### src/rtl/cl_bram_arb_pkg.sv
// Shared types for the CL BRAM arbiter: FSM states and the response tag
// that travels alongside each accepted beat.
package cl_bram_arb_pkg;

  localparam int NUM_REQ = 2;

  typedef enum logic [1:0] {
    ARB_IDLE,
    ARB_LOCK0,
    ARB_LOCK1
  } arb_state_e;

  // id selects the requester channel the response is steered to
  typedef struct packed {
    logic valid;
    logic id;
    logic we;
    logic err;
  } rsp_tag_t;

endpackage

### src/rtl/cl_bram_arbiter_if.sv
// One requester's view of the shared BRAM port: valid/ready request channel
// plus a fixed-latency, non-back-pressurable response channel.
interface cl_bram_arbiter_if #(
  parameter int ADDR_W = 32,
  parameter int DATA_W = 32
) ();

  logic              valid;
  logic              ready;
  logic              we;
  logic              last;
  logic [ADDR_W-1:0] addr;
  logic [DATA_W-1:0] wdata;
  logic              rvalid;
  logic [DATA_W-1:0] rdata;
  logic              err;

  modport master (
    output valid, we, last, addr, wdata,
    input  ready, rvalid, rdata, err
  );

  modport slave (
    input  valid, we, last, addr, wdata,
    output ready, rvalid, rdata, err
  );

endinterface

### src/rtl/cl_bram_rsp_pipe.sv
// RD_LAT-deep shift register of response tags, aligned with the BRAM read
// latency so each tag emerges in the cycle its read data is valid.
module cl_bram_rsp_pipe
  import cl_bram_arb_pkg::*;
#(
  parameter int RD_LAT = 1
) (
  input  logic     clk,
  input  logic     rst,
  input  rsp_tag_t tag_in,
  output rsp_tag_t tag_out
);

  rsp_tag_t stage_q [RD_LAT];

  always_ff @(posedge clk) begin
    if (rst) begin
      for (int i = 0; i < RD_LAT; i++) begin
        stage_q[i] <= '0;
      end
    end else begin
      stage_q[0] <= tag_in;
      for (int i = 1; i < RD_LAT; i++) begin
        stage_q[i] <= stage_q[i-1];
      end
    end
  end

  assign tag_out = stage_q[RD_LAT-1];

endmodule

### src/rtl/cl_bram_arbiter.sv
// Round-robin arbiter with burst locking in front of one BRAM port; rejects
// out-of-range addresses and returns fixed-latency responses per requester.
module cl_bram_arbiter
  import cl_bram_arb_pkg::*;
#(
  parameter int DATA_W = 32,
  parameter int ADDR_W = 32,
  parameter int DEPTH  = 256,
  parameter int RD_LAT = 1
) (
  input  logic              clk,
  input  logic              rst,
  cl_bram_arbiter_if.slave  r0,
  cl_bram_arbiter_if.slave  r1,
  output logic              bram_en,
  output logic              bram_we,
  output logic [ADDR_W-1:0] bram_addr,
  output logic [DATA_W-1:0] bram_wdata,
  input  logic [DATA_W-1:0] bram_rdata
);

  arb_state_e        state_q, state_d;
  logic              ptr_q, ptr_d;
  logic              gnt_vld;
  logic              gnt_id;
  logic              sel_we;
  logic              sel_last;
  logic [ADDR_W-1:0] sel_addr;
  logic [DATA_W-1:0] sel_wdata;
  logic              in_range;
  rsp_tag_t          tag_in;
  rsp_tag_t          tag_out;
  logic              rsp_valid;
  logic              rsp0;
  logic              rsp1;
  logic [DATA_W-1:0] rsp_data;

  // ptr_q names the requester that wins the next tie in ARB_IDLE
  always_ff @(posedge clk) begin
    if (rst) begin
      state_q <= ARB_IDLE;
      ptr_q   <= 1'b0;
    end else begin
      state_q <= state_d;
      ptr_q   <= ptr_d;
    end
  end

  always_comb begin
    state_d    = state_q;
    ptr_d      = ptr_q;
    gnt_vld    = 1'b0;
    gnt_id     = 1'b0;
    bram_en    = 1'b0;
    bram_we    = 1'b0;
    bram_addr  = '0;
    bram_wdata = '0;

    case (state_q)
      ARB_IDLE: begin
        if (r0.valid && r1.valid) begin
          gnt_vld = 1'b1;
          gnt_id  = ptr_q;
        end else if (r0.valid) begin
          gnt_vld = 1'b1;
          gnt_id  = 1'b0;
        end else if (r1.valid) begin
          gnt_vld = 1'b1;
          gnt_id  = 1'b1;
        end
      end
      // A locked requester keeps the port through idle cycles in its burst
      ARB_LOCK0: begin
        gnt_vld = r0.valid;
        gnt_id  = 1'b0;
      end
      ARB_LOCK1: begin
        gnt_vld = r1.valid;
        gnt_id  = 1'b1;
      end
      default: begin
        gnt_vld = 1'b0;
        gnt_id  = 1'b0;
      end
    endcase

    if (rst) begin
      gnt_vld = 1'b0;
    end

    sel_we    = gnt_id ? r1.we    : r0.we;
    sel_last  = gnt_id ? r1.last  : r0.last;
    sel_addr  = gnt_id ? r1.addr  : r0.addr;
    sel_wdata = gnt_id ? r1.wdata : r0.wdata;
    in_range  = sel_addr < ADDR_W'(DEPTH);

    if (gnt_vld) begin
      ptr_d   = ~gnt_id;
      state_d = sel_last ? ARB_IDLE : (gnt_id ? ARB_LOCK1 : ARB_LOCK0);
      if (in_range) begin
        bram_en    = 1'b1;
        bram_we    = sel_we;
        bram_addr  = sel_addr;
        bram_wdata = sel_wdata;
      end
    end

    tag_in = '{valid: gnt_vld, id: gnt_id, we: sel_we, err: ~in_range};
  end

  assign r0.ready = gnt_vld & ~gnt_id;
  assign r1.ready = gnt_vld &  gnt_id;

  cl_bram_rsp_pipe #(
    .RD_LAT (RD_LAT)
  ) u_rsp_pipe (
    .clk     (clk),
    .rst     (rst),
    .tag_in  (tag_in),
    .tag_out (tag_out)
  );

  // Responses still in flight when reset is asserted are dropped
  assign rsp_valid = tag_out.valid & ~rst;
  assign rsp_data  = (tag_out.we | tag_out.err) ? '0 : bram_rdata;
  assign rsp0      = rsp_valid & ~tag_out.id;
  assign rsp1      = rsp_valid &  tag_out.id;

  assign r0.rvalid = rsp0;
  assign r0.err    = rsp0 & tag_out.err;
  assign r0.rdata  = rsp0 ? rsp_data : '0;
  assign r1.rvalid = rsp1;
  assign r1.err    = rsp1 & tag_out.err;
  assign r1.rdata  = rsp1 ? rsp_data : '0;

endmodule

### src/flat_wrapper.sv
// flat-port wrapper written by rule: the top's interface ports become plain ports
module cl_bram_arbiter_flat import cl_bram_arb_pkg::*;
#(
  parameter int DATA_W = 32,
  parameter int ADDR_W = 32,
  parameter int DEPTH  = 256,
  parameter int RD_LAT = 1
)
  (clk, rst, bram_en, bram_we, bram_addr, bram_wdata, bram_rdata, r0_valid, r0_we, r0_last, r0_addr, r0_wdata, r0_ready, r0_rvalid, r0_rdata, r0_err, r1_valid, r1_we, r1_last, r1_addr, r1_wdata, r1_ready, r1_rvalid, r1_rdata, r1_err);
  cl_bram_arbiter_if #(.ADDR_W(ADDR_W), .DATA_W(DATA_W)) r0_i ();
  cl_bram_arbiter_if #(.ADDR_W(ADDR_W), .DATA_W(DATA_W)) r1_i ();
  input  logic clk;
  input  logic rst;
  output logic bram_en;
  output logic bram_we;
  output logic [ADDR_W-1:0] bram_addr;
  output logic [DATA_W-1:0] bram_wdata;
  input  logic [DATA_W-1:0] bram_rdata;
  input wire logic [$bits(r0_i.valid)-1:0] r0_valid;
  input wire logic [$bits(r0_i.we)-1:0] r0_we;
  input wire logic [$bits(r0_i.last)-1:0] r0_last;
  input wire logic [$bits(r0_i.addr)-1:0] r0_addr;
  input wire logic [$bits(r0_i.wdata)-1:0] r0_wdata;
  output wire logic [$bits(r0_i.ready)-1:0] r0_ready;
  output wire logic [$bits(r0_i.rvalid)-1:0] r0_rvalid;
  output wire logic [$bits(r0_i.rdata)-1:0] r0_rdata;
  output wire logic [$bits(r0_i.err)-1:0] r0_err;
  input wire logic [$bits(r1_i.valid)-1:0] r1_valid;
  input wire logic [$bits(r1_i.we)-1:0] r1_we;
  input wire logic [$bits(r1_i.last)-1:0] r1_last;
  input wire logic [$bits(r1_i.addr)-1:0] r1_addr;
  input wire logic [$bits(r1_i.wdata)-1:0] r1_wdata;
  output wire logic [$bits(r1_i.ready)-1:0] r1_ready;
  output wire logic [$bits(r1_i.rvalid)-1:0] r1_rvalid;
  output wire logic [$bits(r1_i.rdata)-1:0] r1_rdata;
  output wire logic [$bits(r1_i.err)-1:0] r1_err;
  assign r0_i.valid = r0_valid;
  assign r0_i.we = r0_we;
  assign r0_i.last = r0_last;
  assign r0_i.addr = r0_addr;
  assign r0_i.wdata = r0_wdata;
  assign r0_ready = r0_i.ready;
  assign r0_rvalid = r0_i.rvalid;
  assign r0_rdata = r0_i.rdata;
  assign r0_err = r0_i.err;
  assign r1_i.valid = r1_valid;
  assign r1_i.we = r1_we;
  assign r1_i.last = r1_last;
  assign r1_i.addr = r1_addr;
  assign r1_i.wdata = r1_wdata;
  assign r1_ready = r1_i.ready;
  assign r1_rvalid = r1_i.rvalid;
  assign r1_rdata = r1_i.rdata;
  assign r1_err = r1_i.err;
  cl_bram_arbiter #(.DATA_W(DATA_W), .ADDR_W(ADDR_W), .DEPTH(DEPTH), .RD_LAT(RD_LAT)) u_core (.clk(clk), .rst(rst), .r0(r0_i), .r1(r1_i), .bram_en(bram_en), .bram_we(bram_we), .bram_addr(bram_addr), .bram_wdata(bram_wdata), .bram_rdata(bram_rdata));
endmodule
### config.mk
export PLATFORM = sky130hd
export DESIGN_NAME = cl_bram_arbiter_flat
export DESIGN_NICKNAME = d
export VERILOG_FILES = /design/src/rtl/cl_bram_arb_pkg.sv /design/src/rtl/cl_bram_arbiter_if.sv /design/src/rtl/cl_bram_rsp_pipe.sv /design/src/rtl/cl_bram_arbiter.sv /design/src/flat_wrapper.sv
export SDC_FILE = /design/constraint.sdc
export NUM_CORES = 1
export LEC_CHECK = 0
export ABC_AREA = 0
export CORE_AREA = 2 2 117 119
export DETAILED_ROUTE_END_ITERATION = 8
export DIE_AREA = 0 0 119 121
export HOLD_SLACK_MARGIN = 0.02
export SETUP_SLACK_MARGIN = 0.05
export SYNTH_ARGS = -nofsm -noshare
export SYNTH_HDL_FRONTEND = slang
export SYNTH_SLANG_ARGS = --single-unit
### constraint.sdc
create_clock -name clk -period 4.84 [get_ports clk]
set_clock_uncertainty 0.15 [all_clocks]
set_input_delay 0.726 -clock clk [delete_from_list [all_inputs] [get_ports clk]]
set_output_delay 0.726 -clock clk [all_outputs]
set_load 0.01 [all_outputs]
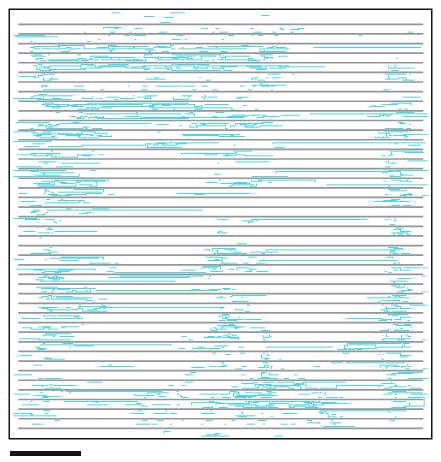
Figure 1: M1 wires.
The bar under the picture is 20 um long. Supply wires on this layer in grey.
- nets with wire on the layer: 556
- wire length on this layer: 4,230 um
- main direction: horizontal
- share of all routed wire: 36%
total wirelength of the detailed-routed design: 11,600 um
via count: 3,357
met1 Resource Use GR: 15.1%

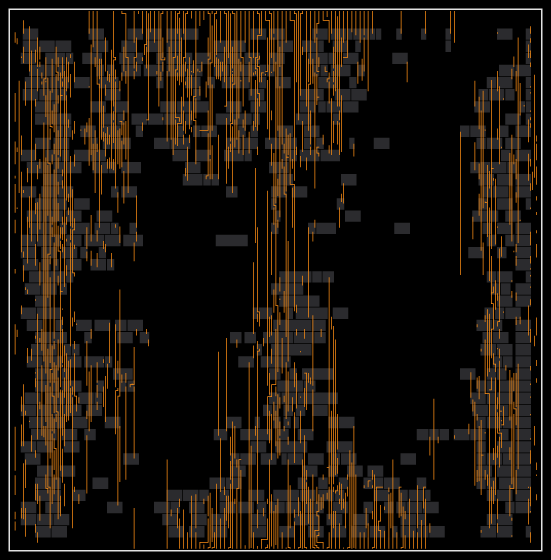
Figure 2: metal 2.
- longest straight run: 53.4 um
- wire length on this layer: 6,240 um
- share of all routed wire: 54%
- main direction: vertical

==> results.json <==
{
  "vias_per_cell": 4.55,
  "post_cts_resize_count": 0,
  "antenna_found_initial": 0,
  "worst_ep_arrival_time_ns": 3.38,
  "critPathTopFamily": "buffers and inverters",
  "power.static_leakage_nw": 1.78,
  "grt_max_degree": 65,
  "openroad.warnings": 26,
  "synth-warning-count": 0,
  "run_status": "finished clean",
  "design.core.area_um2": 13100,
  "cts_tree": "built",
  "placement_rows": 42,
  "worstMarginPinSlew_ns": 0.719,
  "min_path_cells": 2,
  "hold_class": "flip-flop to flip-flop",
  "grt_setup_unrepaired": "false",
  "mappedNetlistArea_um2": 2170,
  "grt-busiest-layer": "met2",
  "syn-mean-instance-area_um2": 6.98,
  "final-setup-viol-count": 0,
  "fmax_ghz": 0.235,
  "finalHoldViolCount": 0,
  "power.share.switching_pct": 30.9,
  "globalRouteTotalUtil_pct": 14.5,
  "die_w_um": 119,
  "flop_cell": "sky130_fd_sc_hd__dfxtp_1",
  "peakVddDrop_uv": 75.9,
  "path_cells": "clkdlybuf4s50_1 > nor2b_1 > a21o_1 > mux2_4 > a211oi_2 > clkdlybuf4s50_1",
  "share_of_total_power_in_the_clock_network_pct": 29.1,
  "grt_pass1_wl_um": 16700,
  "chipHeight_um": 121,
  "regToRegSetupSlack_ns": 2.80,
  "clkLatencyLatePin_ns": 0.23,
  "sequential_cell_area_um2": 140,
  "grt_pass1_vias": 3185,
  "placed_area_um2": 4980,
  "dp_hpwl_um": 9380,
  "detail_route.wirelength.met1_um": 4230,
  "design_area_um2": 5050,
  "reg_top3": "u_core.u_rsp_pipe.stage_q x4, u_core.state_q x2, u_core.ptr_q x1",
  "syn_to_final_growth_pct": 133,
  "timing.critical_path.slowest_stage_cell": "sky130_fd_sc_hd__clkdlybuf4s50_1",
  "route.top_layer_used": "met4"
}
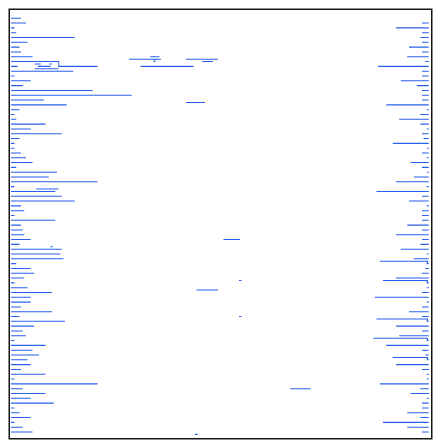
Figure 3: metal 3.
- nets with wire on the layer: 183
- share of all routed wire: 9.1%
- wire length on this layer: 1,050 um
- longest straight run: 33.8 um

[cells in the final DEF (no fill, tap or decap), drive strengths merged]
master and count:
nor4 12, o21bai 1, clkdlybuf4s50 279, and3 64, and2 2, clkbuf 4, nor2 8, nand3 82
a211oi 43, a221oi 1, buf 10, nand2 5, nand2b 1, dfxtp 7, and4 2, mux2i 1
inv 2, a21o 1, nor3b 1, mux2 1, conb 24, nor2b 3, nor3 1, and3b 1
a21oi 5
[power by group through the flow]
stage / Clock (mW) / Sequential, mW / Combinational, mW
global placement: 0 / 0.0667 / 0.271
detailed placement: 0 / 0.0672 / 0.275
CTS: 0.141 / 0.0663 / 0.276
finish: 0.139 / 0.0661 / 0.273
global route: 0.144 / 0.0669 / 0.292
floorplan: 0 / 0.0657 / 0.108
[area by class of cell]
cell class,count,share of cell area [%]
repair buffers,289,57.0
well taps,176,4.36
flip-flops and latches,7,2.77
multi-input cells,259,34.2
clock buffers,4,1.56
inverters,2,0.149
[through the flow]
| stage | setup slack [ns] | cells |
|---|---|---|
| 2_1_floorplan | 2.01 | 334 |
| 3_3_place_gp | 0.611 | 733 |
| 3_5_place_dp | 0.548 | 733 |
| 4_1_cts | 0.563 | 737 |
| 5_1_grt | 0.440 | 737 |
| 6_report | 0.585 | 737 |
[logic make-up after synthesis]
| family | share of synthesized area, % |
|---|---|
| AND/OR/NAND/NOR | 46.8 |
| flip-flops | 6.46 |
| multiplexers | 1.15 |
| other | 0.173 |
| buffers and inverters | 18.6 |
| AND-OR/OR-AND | 26.8 |
[synthesized netlist by cell type, drive strengths merged, types with 3 or more instances]
cell and count:
buf 40, clkbuf 26, a211oi 43, a21oi 5, nand2 5, nor2 8
nor2b 3, dfxtp 7, and3 64, nand3 82, nor4 12
